Figure 1. Wiring by layer (run 1).
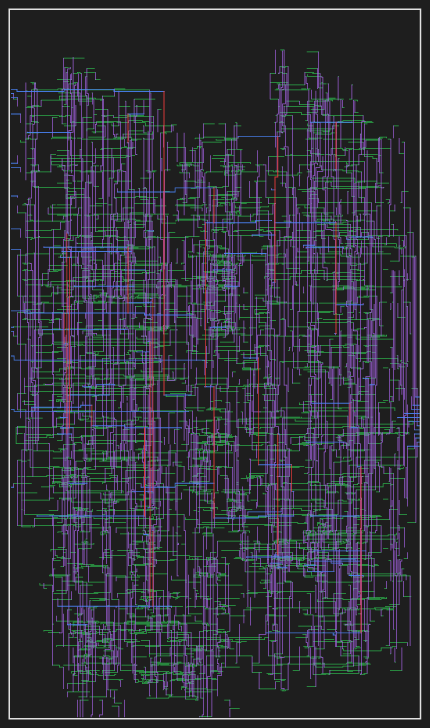
Figure 2. Wiring heat map (run 1).
The die is cut into 14 by 23 equal tiles; black is low, pale yellow is high, scaled to the fullest tile. Values are wire area over tile area, all layers added.
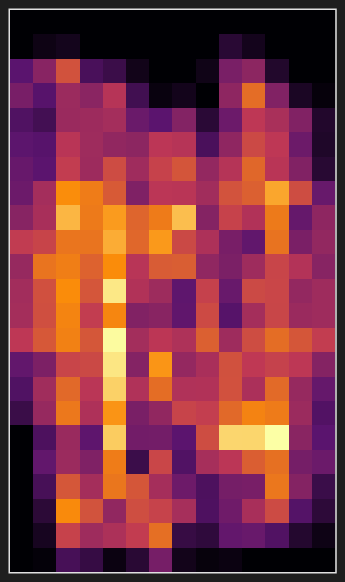
Figure 3. The metal 1 layer (run 1).
Supply wires on this layer in grey.
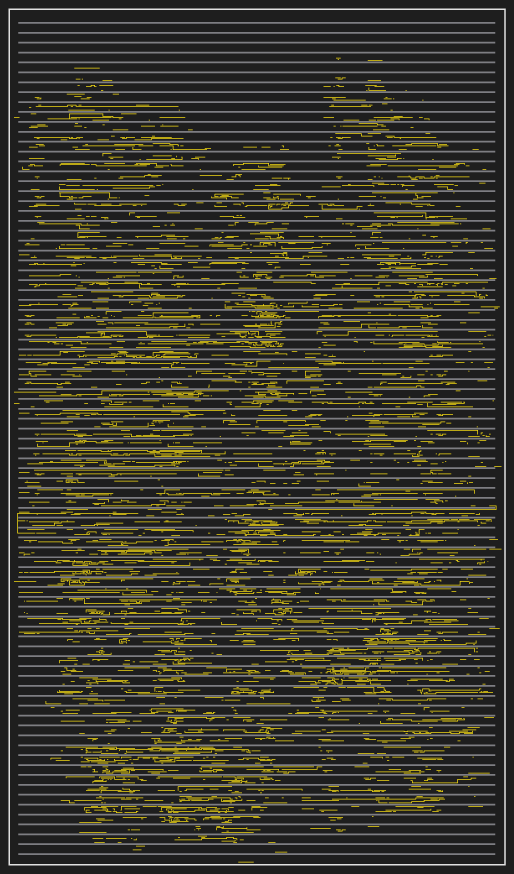
**src/rtl/uart_pkg.sv**
```systemverilog
// Shared UART types and constants: parity modes, TX/RX FSM states, oversampling ratio.
// Latency: none (declarations only).
// Backpressure: not applicable.
package uart_pkg;

    localparam int OVERSAMPLE = 16;
    localparam int TICK_W     = $clog2(OVERSAMPLE);

    typedef enum logic [1:0] {
        PAR_NONE = 2'd0,
        PAR_EVEN = 2'd1,
        PAR_ODD  = 2'd2
    } parity_e;

    typedef enum logic [2:0] {
        TX_IDLE,
        TX_START,
        TX_DATA,
        TX_PARITY,
        TX_STOP
    } tx_state_e;

    typedef enum logic [2:0] {
        RX_IDLE,
        RX_START,
        RX_DATA,
        RX_PARITY,
        RX_STOP
    } rx_state_e;

endpackage

```
**src/rtl/uart_sync_fifo.sv**
```systemverilog
// Single-clock first-word-fall-through FIFO with registered full/empty/level.
// Latency: pushed word visible at pop_data the cycle after the push edge.
// Backpressure: push ignored when full unless a pop happens in the same cycle; pop ignored when empty.
module uart_sync_fifo #(
    parameter int WIDTH = 8,
    parameter int DEPTH = 16
) (
    input  logic                       clk,
    input  logic                       rst,
    input  logic                       push,
    input  logic [WIDTH-1:0]           push_data,
    input  logic                       pop,
    output logic [WIDTH-1:0]           pop_data,
    output logic                       full,
    output logic                       empty,
    output logic [$clog2(DEPTH):0]     level
);

    localparam int AW = $clog2(DEPTH);
    localparam int LW = AW + 1;

    logic [WIDTH-1:0] mem [DEPTH];
    logic [AW-1:0]    wr_ptr;
    logic [AW-1:0]    rd_ptr;
    logic [LW-1:0]    count;
    logic             do_push;
    logic             do_pop;

    assign full     = (count == LW'(DEPTH));
    assign empty    = (count == '0);
    assign level    = count;
    assign pop_data = mem[rd_ptr];

    // A full FIFO still accepts a push when the head leaves in the same cycle.
    assign do_pop  = pop && !empty;
    assign do_push = push && (!full || do_pop);

    // Pointer and occupancy bookkeeping.
    always_ff @(posedge clk or posedge rst) begin
        if (rst) begin
            wr_ptr <= '0;
            rd_ptr <= '0;
            count  <= '0;
        end else begin
            if (do_push) wr_ptr <= wr_ptr + 1'b1;
            if (do_pop)  rd_ptr <= rd_ptr + 1'b1;
            case ({do_push, do_pop})
                2'b10:   count <= count + 1'b1;
                2'b01:   count <= count - 1'b1;
                default: count <= count;
            endcase
        end
    end

    // Storage array; contents need no reset since pointers gate visibility.
    always_ff @(posedge clk) begin
        if (do_push) mem[wr_ptr] <= push_data;
    end

endmodule

```
**src/rtl/uart_fifo_core.sv**
```systemverilog
// Full-duplex UART with TX and RX FIFOs, configurable width/parity/stop bits/baud.
// Latency: TX start bit 2 cycles after push into idle engine; RX word valid 1 cycle after stop mid-sample.
// Backpressure: tx_ready drops when TX FIFO full; RX words arriving into a full FIFO are dropped and flagged.
module uart_fifo_core
    import uart_pkg::*;
#(
    parameter int CLK_DIV    = 26,
    parameter int DATA_BITS  = 8,
    parameter int PARITY     = 0,
    parameter int STOP_BITS  = 1,
    parameter int FIFO_DEPTH = 16
) (
    input  logic                          clk,
    input  logic                          rst,
    input  logic                          rxd,
    output logic                          txd,
    input  logic [DATA_BITS-1:0]          tx_data,
    input  logic                          tx_valid,
    output logic                          tx_ready,
    output logic [DATA_BITS-1:0]          rx_data,
    output logic                          rx_valid,
    input  logic                          rx_ready,
    output logic                          rx_parity_err,
    output logic                          rx_frame_err,
    output logic                          rx_overrun,
    input  logic                          clr_err,
    output logic [$clog2(FIFO_DEPTH):0]   tx_level,
    output logic [$clog2(FIFO_DEPTH):0]   rx_level
);

    localparam int                DIV_W       = $clog2(CLK_DIV);
    localparam parity_e           PAR_MODE    = parity_e'(PARITY[1:0]);
    localparam logic              PAR_EN      = (PAR_MODE != PAR_NONE);
    localparam logic              PAR_INV     = (PAR_MODE == PAR_ODD);
    localparam logic [DIV_W-1:0]  DIV_MAX     = DIV_W'(CLK_DIV - 1);
    localparam logic [TICK_W-1:0] TICK_MID    = TICK_W'(OVERSAMPLE / 2);
    localparam logic [TICK_W-1:0] TICK_LAST   = TICK_W'(OVERSAMPLE - 1);
    localparam logic [2:0]        DATA_LAST   = 3'(DATA_BITS - 1);
    localparam logic [2:0]        STOP_LAST   = 3'(STOP_BITS - 1);

    // ---------------- TX path ----------------
    tx_state_e             tx_state;
    tx_state_e             tx_nxt;
    logic [DIV_W-1:0]      tx_div;
    logic [TICK_W-1:0]     tx_tick;
    logic [2:0]            tx_idx;
    logic [DATA_BITS-1:0]  tx_sh;
    logic [DATA_BITS-1:0]  tx_head;
    logic                  tx_par;
    logic                  tx_pop;
    logic                  tx_empty;
    logic                  tx_full;
    logic                  tx_bit_end;
    logic                  txd_q;

    assign tx_ready   = !tx_full;
    assign txd        = txd_q;
    assign tx_bit_end = (tx_div == DIV_MAX) && (tx_tick == TICK_LAST);

    uart_sync_fifo #(.WIDTH(DATA_BITS), .DEPTH(FIFO_DEPTH)) u_tx_fifo (
        .clk       (clk),
        .rst       (rst),
        .push      (tx_valid && tx_ready),
        .push_data (tx_data),
        .pop       (tx_pop),
        .pop_data  (tx_head),
        .full      (tx_full),
        .empty     (tx_empty),
        .level     (tx_level)
    );

    // TX state register.
    always_ff @(posedge clk or posedge rst) begin
        if (rst) tx_state <= TX_IDLE;
        else     tx_state <= tx_nxt;
    end

    // TX next state; the last stop bit chains straight into the next start bit when work is queued.
    always_comb begin
        tx_nxt = tx_state;
        tx_pop = 1'b0;
        case (tx_state)
            TX_IDLE: begin
                if (!tx_empty) begin
                    tx_pop = 1'b1;
                    tx_nxt = TX_START;
                end
            end
            TX_START: begin
                if (tx_bit_end) tx_nxt = TX_DATA;
            end
            TX_DATA: begin
                if (tx_bit_end && tx_idx == DATA_LAST) tx_nxt = PAR_EN ? TX_PARITY : TX_STOP;
            end
            TX_PARITY: begin
                if (tx_bit_end) tx_nxt = TX_STOP;
            end
            TX_STOP: begin
                if (tx_bit_end && tx_idx == STOP_LAST) begin
                    if (!tx_empty) begin
                        tx_pop = 1'b1;
                        tx_nxt = TX_START;
                    end else begin
                        tx_nxt = TX_IDLE;
                    end
                end
            end
            default: tx_nxt = TX_IDLE;
        endcase
    end

    // TX bit timing, shift register and registered line driver.
    always_ff @(posedge clk or posedge rst) begin
        if (rst) begin
            tx_div  <= '0;
            tx_tick <= '0;
            tx_idx  <= '0;
            tx_sh   <= '0;
            tx_par  <= 1'b0;
            txd_q   <= 1'b1;
        end else begin
            if (tx_state == TX_IDLE) begin
                tx_div  <= '0;
                tx_tick <= '0;
            end else if (tx_div == DIV_MAX) begin
                tx_div  <= '0;
                tx_tick <= tx_tick + 1'b1;
            end else begin
                tx_div  <= tx_div + 1'b1;
            end

            if (tx_nxt != tx_state) tx_idx <= '0;
            else if (tx_bit_end)    tx_idx <= tx_idx + 1'b1;

            if (tx_pop) begin
                tx_sh  <= tx_head;
                tx_par <= (^tx_head) ^ PAR_INV;
            end else if (tx_state == TX_DATA && tx_bit_end) begin
                tx_sh  <= tx_sh >> 1;
            end

            case (tx_state)
                TX_START:  txd_q <= 1'b0;
                TX_DATA:   txd_q <= tx_sh[0];
                TX_PARITY: txd_q <= tx_par;
                default:   txd_q <= 1'b1;
            endcase
        end
    end

    // ---------------- RX path ----------------
    rx_state_e             rx_state;
    rx_state_e             rx_nxt;
    logic [1:0]            rx_sync;
    logic                  rx_s;
    logic [DIV_W-1:0]      rx_div;
    logic [TICK_W-1:0]     rx_tick;
    logic [2:0]            rx_idx;
    logic [DATA_BITS-1:0]  rx_sh;
    logic                  rx_par_err;
    logic                  rx_push;
    logic                  rx_sample;
    logic                  rx_bit_end;
    logic                  rx_full;
    logic                  rx_empty;
    logic                  rx_pop;
    logic [DATA_BITS+1:0]  rx_head;

    assign rx_s       = rx_sync[1];
    assign rx_sample  = (rx_div == '0) && (rx_tick == TICK_MID);
    assign rx_bit_end = (rx_div == DIV_MAX) && (rx_tick == TICK_LAST);
    assign rx_valid   = !rx_empty;
    assign rx_pop     = rx_valid && rx_ready;
    assign {rx_frame_err, rx_parity_err, rx_data} = rx_head;

    uart_sync_fifo #(.WIDTH(DATA_BITS + 2), .DEPTH(FIFO_DEPTH)) u_rx_fifo (
        .clk       (clk),
        .rst       (rst),
        .push      (rx_push),
        .push_data ({~rx_s, rx_par_err, rx_sh}),
        .pop       (rx_pop),
        .pop_data  (rx_head),
        .full      (rx_full),
        .empty     (rx_empty),
        .level     (rx_level)
    );

    // Two-flop synchroniser; resets to the idle line level so no false start follows reset.
    always_ff @(posedge clk or posedge rst) begin
        if (rst) rx_sync <= 2'b11;
        else     rx_sync <= {rx_sync[0], rxd};
    end

    // RX state register.
    always_ff @(posedge clk or posedge rst) begin
        if (rst) rx_state <= RX_IDLE;
        else     rx_state <= rx_nxt;
    end

    // RX next state; leaves the stop bit one tick early to leave margin for the next start edge.
    always_comb begin
        rx_nxt  = rx_state;
        rx_push = 1'b0;
        case (rx_state)
            RX_IDLE: begin
                if (!rx_s) rx_nxt = RX_START;
            end
            RX_START: begin
                if (rx_sample && rx_s) rx_nxt = RX_IDLE;
                else if (rx_bit_end)   rx_nxt = RX_DATA;
            end
            RX_DATA: begin
                if (rx_bit_end && rx_idx == DATA_LAST) rx_nxt = PAR_EN ? RX_PARITY : RX_STOP;
            end
            RX_PARITY: begin
                if (rx_bit_end) rx_nxt = RX_STOP;
            end
            RX_STOP: begin
                if (rx_sample && rx_idx == 3'd0) rx_push = 1'b1;
                if (rx_idx == STOP_LAST && rx_div == '0 && rx_tick == TICK_LAST) rx_nxt = RX_IDLE;
            end
            default: rx_nxt = RX_IDLE;
        endcase
    end

    // RX oversample timing, data capture and parity check.
    always_ff @(posedge clk or posedge rst) begin
        if (rst) begin
            rx_div     <= '0;
            rx_tick    <= '0;
            rx_idx     <= '0;
            rx_sh      <= '0;
            rx_par_err <= 1'b0;
        end else begin
            if (rx_state == RX_IDLE) begin
                rx_div  <= '0;
                rx_tick <= '0;
            end else if (rx_div == DIV_MAX) begin
                rx_div  <= '0;
                rx_tick <= rx_tick + 1'b1;
            end else begin
                rx_div  <= rx_div + 1'b1;
            end

            if (rx_nxt != rx_state) rx_idx <= '0;
            else if (rx_bit_end)    rx_idx <= rx_idx + 1'b1;

            if (rx_state == RX_DATA && rx_sample) rx_sh <= {rx_s, rx_sh[DATA_BITS-1:1]};

            if (rx_state == RX_START)                      rx_par_err <= 1'b0;
            else if (rx_state == RX_PARITY && rx_sample)   rx_par_err <= rx_s ^ (^rx_sh) ^ PAR_INV;
        end
    end

    // Sticky overrun flag; a new drop in the same cycle as a clear keeps it set.
    always_ff @(posedge clk or posedge rst) begin
        if (rst)                                  rx_overrun <= 1'b0;
        else if (rx_push && rx_full && !rx_pop)   rx_overrun <= 1'b1;
        else if (clr_err)                         rx_overrun <= 1'b0;
    end

endmodule

```
**config.mk**
```make
export PLATFORM = sky130hd
export DESIGN_NAME = uart_fifo_core
export DESIGN_NICKNAME = d
export VERILOG_FILES = /design/src/rtl/uart_pkg.sv /design/src/rtl/uart_sync_fifo.sv /design/src/rtl/uart_fifo_core.sv
export SDC_FILE = /design/constraint.sdc
export NUM_CORES = 1
export LEC_CHECK = 0
export CORE_ASPECT_RATIO = 1.75
export CORE_MARGIN = 2
export CORE_UTILIZATION = 51
export CTS_BUF_LIST = sky130_fd_sc_hd__clkbuf_8
export CTS_CLUSTER_SIZE = 40
export DETAILED_ROUTE_END_ITERATION = 10
export PLACE_DENSITY = 0.68
export SYNTH_ARGS = -nofsm -noshare
export SYNTH_HDL_FRONTEND = slang
export SYNTH_HIERARCHICAL = 1
export SYNTH_SLANG_ARGS = --single-unit
```
**constraint.sdc**
```tcl
create_clock -name clk -period 4.85 [get_ports clk]
set_input_delay 0.485 -clock clk [delete_from_list [all_inputs] [get_ports clk]]
set_output_delay 0.485 -clock clk [all_outputs]
set_load 0.01 [all_outputs]
```
==> results.py, run 1 <==
# Flow results
metrics = {
    "worst_setup_path": {
        "required_ns": 4.37,
        "rrSetupSlack_ns": 1.52,
        "worstSetupStartpoint": "u_rx_fifo/rd_ptr[0]$_DFFE_PP0N_",
        "endpoint": "rx_data[3]",
        "crit-reg2reg-launch": "u_tx_fifo/level[1]$_DFFE_PP0P_",
        "arrival_ns": 3.21,
        "crit_fanout": 27,
        "crit_buf_inv": 2,
        "cp-end-kind": "output port",
        "crit_family": "flip-flops",
        "max_stage_delay_ns": 0.92,
        "crit_cells": 5,
    },
    "final_timing": {
        "relSlewSlack_pct": 37.0,
        "hold_viol": 0,
        "setup_viol": 0,
        "final.setup.tns_ns": 0,
        "finClkSkew_ns": 0.0236,
        "finalCritPeriodShare_pct": 76.2,
        "max_slew.worst_pin.slew_ns": 0.943,
    },
    "clock_network": {
        "cts_resized": 0,
        "clk_pin_slew_ns": 0.07,
    },
    "synthesis": {
        "ys_seq_share_pct": 68.3,
        "syn_avg_cell_area_um2": 17.0,
        "flop_cell": "edfxtp_1",
        "synth_area_um2": 15500,
        "yosysUniqueCellTypes": 81,
        "ys_cells": 912,
        "async_flop_share_pct": 21.3,
        "netlist_instances": 912,
        "ys_chip_area_um2": 15500,
    },
    "finish": {
        "finish.utilization_pct": 57.7,
        "lay_top_count": "edfxtp_1",
        "final_cell_mix": "edfxtp_1, dfrtp_1, mux4_2",
        "fillers": 2332,
        "n_antenna_cell": 0,
        "nNetsFinal": 1024,
    },
    "detailed_routing": {
        "drtPass1Iterations": 4,
        "dr.first_iter.drc_count": 476,
        "vias": 8077,
        "drc": 0,
        "routed_via_density": 5.75,
    },
    "global_route": {
        "gr-total-overflow": 0,
    },
    "floorplan": {
        "dieHeight_um": 235,
        "core_um2": 30000,
        "fp.dieW_um": 136,
        "rows": 84,
    },
    "power": {
        "sequentialPowerShare_pct": 52.2,
        "clockPowerShare_pct": 31.5,
        "peakVddDrop_uv": 273,
        "p_leak_nw": 6.57,
        "power_density_nw_per_um2": 421,
        "swShare_pct": 27.1,
        "pwr-share-comb_pct": 16.3,
    },
    "min_path": {
        "whs_path_depth": 0,
    },
    "run": {
        "warnings": 38,
    },
    "run_status": {
        "status": "complete, no violations",
    },
    "place": {
        "gp_congestion": 0.801,
    },
}
Back to the opening pictures, Figure 1:
Key: metal 4 = red [wire length 835 um]; metal 2 = purple [wire length 18,100 um]; metal 1 = green [wire length 10,400 um]; metal 3 = blue [wire length 1,050 um]

Back to the opening pictures, Figure 2:
13% of the tiles are nearly empty. The mean over all tiles is 0.15. The emptiest ninth of the die: top centre. The densest ninth of the die: middle left.

Back to the opening pictures, Figure 3:
966 nets have wire on it. The layer carries 10,400 um of wire. The longest straight run is 55.2 um.

[run 1: worst register-to-register path, cell delays in order (launching register included)]
cell      delay [ns]
dfrtp_1         0.42
or4_1           0.34
nor2_2          0.09
nor3_1          0.49
and2_1          0.23
nand2_1         0.11
or2_2           0.32
fa_1            0.39
nand2b_1        0.19
a2111o_1        0.40
o31a_1          0.11
o211ai_1        0.15
[run 1: per-layer routing]
metal / track usage, % / up-vias / share of wire (%)
met4: 6.60 / 0 / 2.7
met5: 0 / - / 0
met1: 21.0 / 4162 / 34
met3: 3.24 / 53 / 3.5
met2: 38.6 / 166 / 59
li1: - / 3696 / -
[run 1: state kept, by name, summed over array words and instances (netlist names), 5 cells and up]
register         count
u_tx_fifo/mem      128
tx_div               5
u_tx_fifo/level      5
rx_div               5
tx_sh                8
u_rx_fifo/mem      160
u_rx_fifo/level      5
rx_sh                8
[run 1: power by group through the flow]
| stage | logic (mW) | clock network, mW | registers, mW |
|---|---|---|---|
| global placement | 1.19 | 0 | 3.85 |
| detailed placement | 1.20 | 0 | 3.87 |
| global route | 1.30 | 2.49 | 3.83 |
| finish | 1.18 | 2.29 | 3.79 |
| floorplan | 0.916 | 0 | 3.73 |
| CTS | 1.21 | 2.36 | 3.80 |
[run 1: stage by stage]
| step | std cells | power (mW) | hold slack [ns] | area (um2) | worst slack [ns] |
|---|---|---|---|---|---|
| after floorplan | 912 | 4.65 | 0.345 | 15500 | 1.54 |
| after global placement | 1313 | 5.04 | 0.346 | 16300 | 1.64 |
| after detailed placement | 1313 | 5.07 | 0.349 | 16300 | 1.55 |
| after CTS | 1405 | 7.37 | 0.347 | 17300 | 1.01 |
| after global routing | 1405 | 7.61 | 0.354 | 17300 | 0.893 |
| final | 1405 | 7.27 | 0.360 | 17300 | 1.15 |
[run 1: kinds of logic after synthesis]
logic type,synth area share (%)
adders and majority gates,2.68
AOI/OAI and AO/OA,5.20
buffers and inverters,2.02
xor gates and xnor gates,2.57
DFF,68.3
muxes,11.6
and+or+nand+nor,7.56
[run 1: cells in the mapped netlist (4+ instances only)]
cell type / number / area, um2
mux2i_1: 6 / 60.1
buf_1: 6 / 22.5
nor2b_1: 11 / 68.8
ha_1: 30 / 375
mux2_2: 8 / 90.1
xnor2_1: 32 / 280
nor3_1: 14 / 70.1
xor2_1: 11 / 96.3
nor2_1: 40 / 150
nand2b_1: 10 / 62.6
nand3_1: 20 / 100
mux4_2: 72 / 1620
nand4_1: 5 / 31.3
o21ai_0: 5 / 25.0
a32o_1: 4 / 40.0
o211ai_1: 4 / 30.0
a22oi_1: 36 / 270
and3_1: 19 / 119
nand2_1: 44 / 165
a221o_1: 6 / 60.1
dfrtp_1: 75 / 1880
clkbuf_1: 13 / 48.8
inv_1: 33 / 124
edfxtp_1: 288 / 8650
and2_1: 12 / 75.1
or2_2: 4 / 25.0
a21oi_1: 19 / 95.1
buf_2: 11 / 55.1
[run 1: area by class of cell]
class / instances / area, um2 / share of cell area [%]
clock inverters: 39 / 256 / 1.48
well taps: 387 / 484 / 2.80
repair buffers: 50 / 468 / 2.71
inverters: 34 / 128 / 0.739
flip-flops and latches: 366 / 10600 / 61.4
clock buffers: 53 / 729 / 4.22
multi-input cells: 476 / 4600 / 26.6
--- run 2 (diff from run 1) ---
PLACE_DENSITY = 0.7   (was 0.68)
clock period = 3 ns   (was 4.85 ns; I/O delays follow)
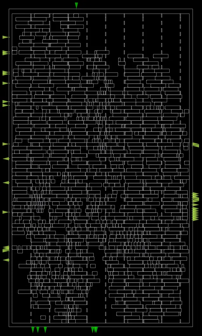
Figure 4: run 2, cell outlines without signal wires.
core area: 30,000 um2
flip-flop and latch count: 366
post-layout util: 59.7%
row count: 84

==> results.py, run 2 <==
# Flow results
metrics = {
    "worst_setup_path": {
        "rrSetupSlack_ns": 0.11,
        "crit_fanout": 8,
        "arrival_ns": 2.62,
        "crit_family": "buffers and inverters",
        "path_class": "reg -> out",
        "max_stage_delay_ns": 0.52,
        "crit-reg2reg-launch": "tx_div[1]$_DFF_PP0_",
        "cp-end-kind": "output port",
        "crit_buf_inv": 2,
        "required_ns": 2.70,
    },
    "synthesis": {
        "flop_cell": "edfxtp_1",
        "ys_cells": 912,
        "syn_nets": 958,
        "ys_chip_area_um2": 15500,
        "common_cells": "edfxtp_1, dfrtp_1, mux4_2, nand2_1, nor2_1",
        "ys_warn_count": 6,
        "synth_top_cell_by_count": "edfxtp_1",
        "synth_area_um2": 15500,
        "async_flop_share_pct": 21.3,
        "largest_area_cell": "edfxtp_1",
        "top_cells_by_area": "edfxtp_1, dfrtp_1, mux4_2",
        "syn_avg_cell_area_um2": 17.0,
        "yosysUniqueCellTypes": 81,
        "top_area_share_pct": 55.7,
        "netlist_instances": 912,
    },
    "detailed_routing": {
        "drtPass1Iterations": 4,
        "vias": 8303,
        "drc": 0,
        "routed_via_density": 5.68,
        "dr.first_iter.drc_count": 440,
    },
    "final_timing": {
        "whs_ns": 0.159,
        "final.setup.tns_ns": 0,
        "max_slew.worst_pin.slew_ns": 0.661,
        "finalCritPeriodShare_pct": 97.3,
        "fin_crit_ns": 2.92,
        "finClkSkew_ns": 0.0350,
        "setup_viol": 0,
        "hold_viol": 0,
    },
    "run": {
        "warnings": 40,
    },
    "floorplan": {
        "dieHeight_um": 235,
        "fp.dieW_um": 136,
    },
    "min_path": {
        "hold_class": "in -> async",
    },
    "global_route": {
        "gr-total-overflow": 0,
        "grt_pass1_vias": 8965,
        "grt_pass1_wl_um": 49300,
    },
    "finish": {
        "nNetsFinal": 1078,
        "lay_top_count": "edfxtp_1",
        "n_antenna_cell": 0,
        "largest_register": "u_rx_fifo/mem",
        "final_cell_mix": "edfxtp_1, dfrtp_1, mux4_2",
    },
    "clock_network": {
        "clk_pin_slew_ns": 0.07,
        "clockBufferDepth": 3,
    },
    "power": {
        "power_density_nw_per_um2": 687,
        "p_leak_nw": 6.97,
        "peakVddDrop_uv": 490,
    },
    "place": {
        "gp_congestion": 0.803,
    },
    "run_status": {
        "status": "complete, no violations",
    },
}
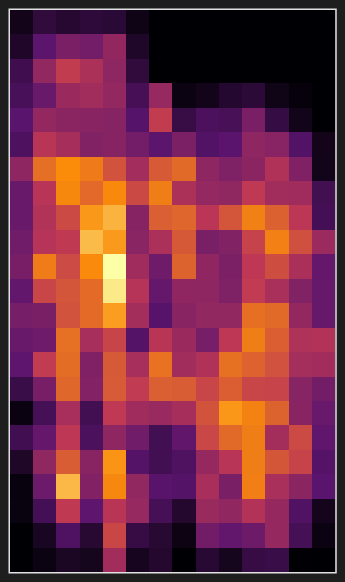
Figure 5: run 2, wiring heat map.
The die is cut into 14 by 23 equal tiles; black is low, pale yellow is high, scaled to the fullest tile. Values are wire area over tile area, all layers added.
27% of the tiles are over half the peak. The fullest tile reaches 0.43. The mean over all tiles is 0.15. 9.9% of the tiles are nearly empty.

## run 2: cell counts after synthesis
Identical to the previous run, type by type.
## run 2: worst max-delay path by stage
stage                                     from                        endpoint  slack [ns]  depth (start not counted)
2_1_floorplan              tx_div[1]$_DFF_PP0_  u_tx_fifo/level[4]$_DFFE_PP0P_       -0.04                         13
3_3_place_gp               tx_div[1]$_DFF_PP0_  u_tx_fifo/level[4]$_DFFE_PP0P_        0.17                         12
3_5_place_dp               tx_div[1]$_DFF_PP0_  u_tx_fifo/level[4]$_DFFE_PP0P_        0.09                         12
4_1_cts        u_rx_fifo/rd_ptr[0]$_DFFE_PP0N_                      rx_data[3]        0.01                          5
5_1_grt                    tx_div[1]$_DFF_PP0_  u_tx_fifo/level[4]$_DFFE_PP0P_       -0.03                         12
6_report       u_rx_fifo/rd_ptr[0]$_DFFE_PP0N_                      rx_data[4]        0.08                          5
## run 2: cells by family after synthesis
group,after synthesis,synth area share [%]
flip-flops,366,68.3
AND/OR/NAND/NOR,208,7.56
AND-OR/OR-AND,103,5.20
multiplexers,89,11.6
buffers and inverters,70,2.02
XOR/XNOR,44,2.57
adder cells (fa/ha/maj),32,2.68
## run 2: timing repair
item | in CTS | in global routing
buffers inserted | 2 | 1
resized | 5 | 9
setup endpoints to repair | 10 | 8
cloned | 0 | 0
## run 2: per-layer routing
| layer | wire, um | part of all wire [%] | track usage, % | up-vias |
|---|---|---|---|---|
| met5 | 0 | 0 | 0 | - |
| met4 | 1220 | 3.9 | 8.43 | 0 |
| met3 | 1060 | 3.4 | 3.11 | 77 |
| met2 | 18300 | 59 | 40.0 | 179 |
| met1 | 10600 | 34 | 20.9 | 4230 |
| li1 | - | - | - | 3817 |
## run 2: layout make-up
type                            instances  area, um2  area share (%)
Multi-Input combinational cell        476       4650            26.0
Tap cell                              387        484            2.71
Sequential cell                       366      10600            59.4
Inverter                               34        128           0.714
Clock inverter                         44        329            1.84
Timing Repair Buffer                  103        950            5.31
Clock buffer                           52        716            4.00
## run 2: through the flow
step	std cells	worst slack, ns	instance area, um2	power [mW]
floorplan	912	-0.0390	15600	7.53
global placement	1363	0.166	16800	8.43
detailed placement	1363	0.0939	16800	8.46
CTS	1461	0.0149	17800	12.4
global route	1462	-0.0277	17900	12.8
finish	1462	0.0808	17900	12.3
## run 2: power breakdown
| part | switching (mW) | internal, mW |
|---|---|---|
| Clock | 1.83 | 2.07 |
| Combinational | 1.21 | 1.14 |
| Sequential | 0.287 | 5.76 |
## run 2: worst reg2reg max path, stage by stage, from the launching register on
cell      delay [ns]
dfrtp_1         0.39
inv_1           0.06
ha_2            0.19
nand4b_4        0.12
o41ai_4         0.39
and2_4          0.22
nand2_4         0.06
or2_4           0.24
fa_2            0.34
nand2b_4        0.16
a2111o_1        0.37
o31a_1          0.11
o211ai_1        0.16
Power and IR drop assume default switching activity.
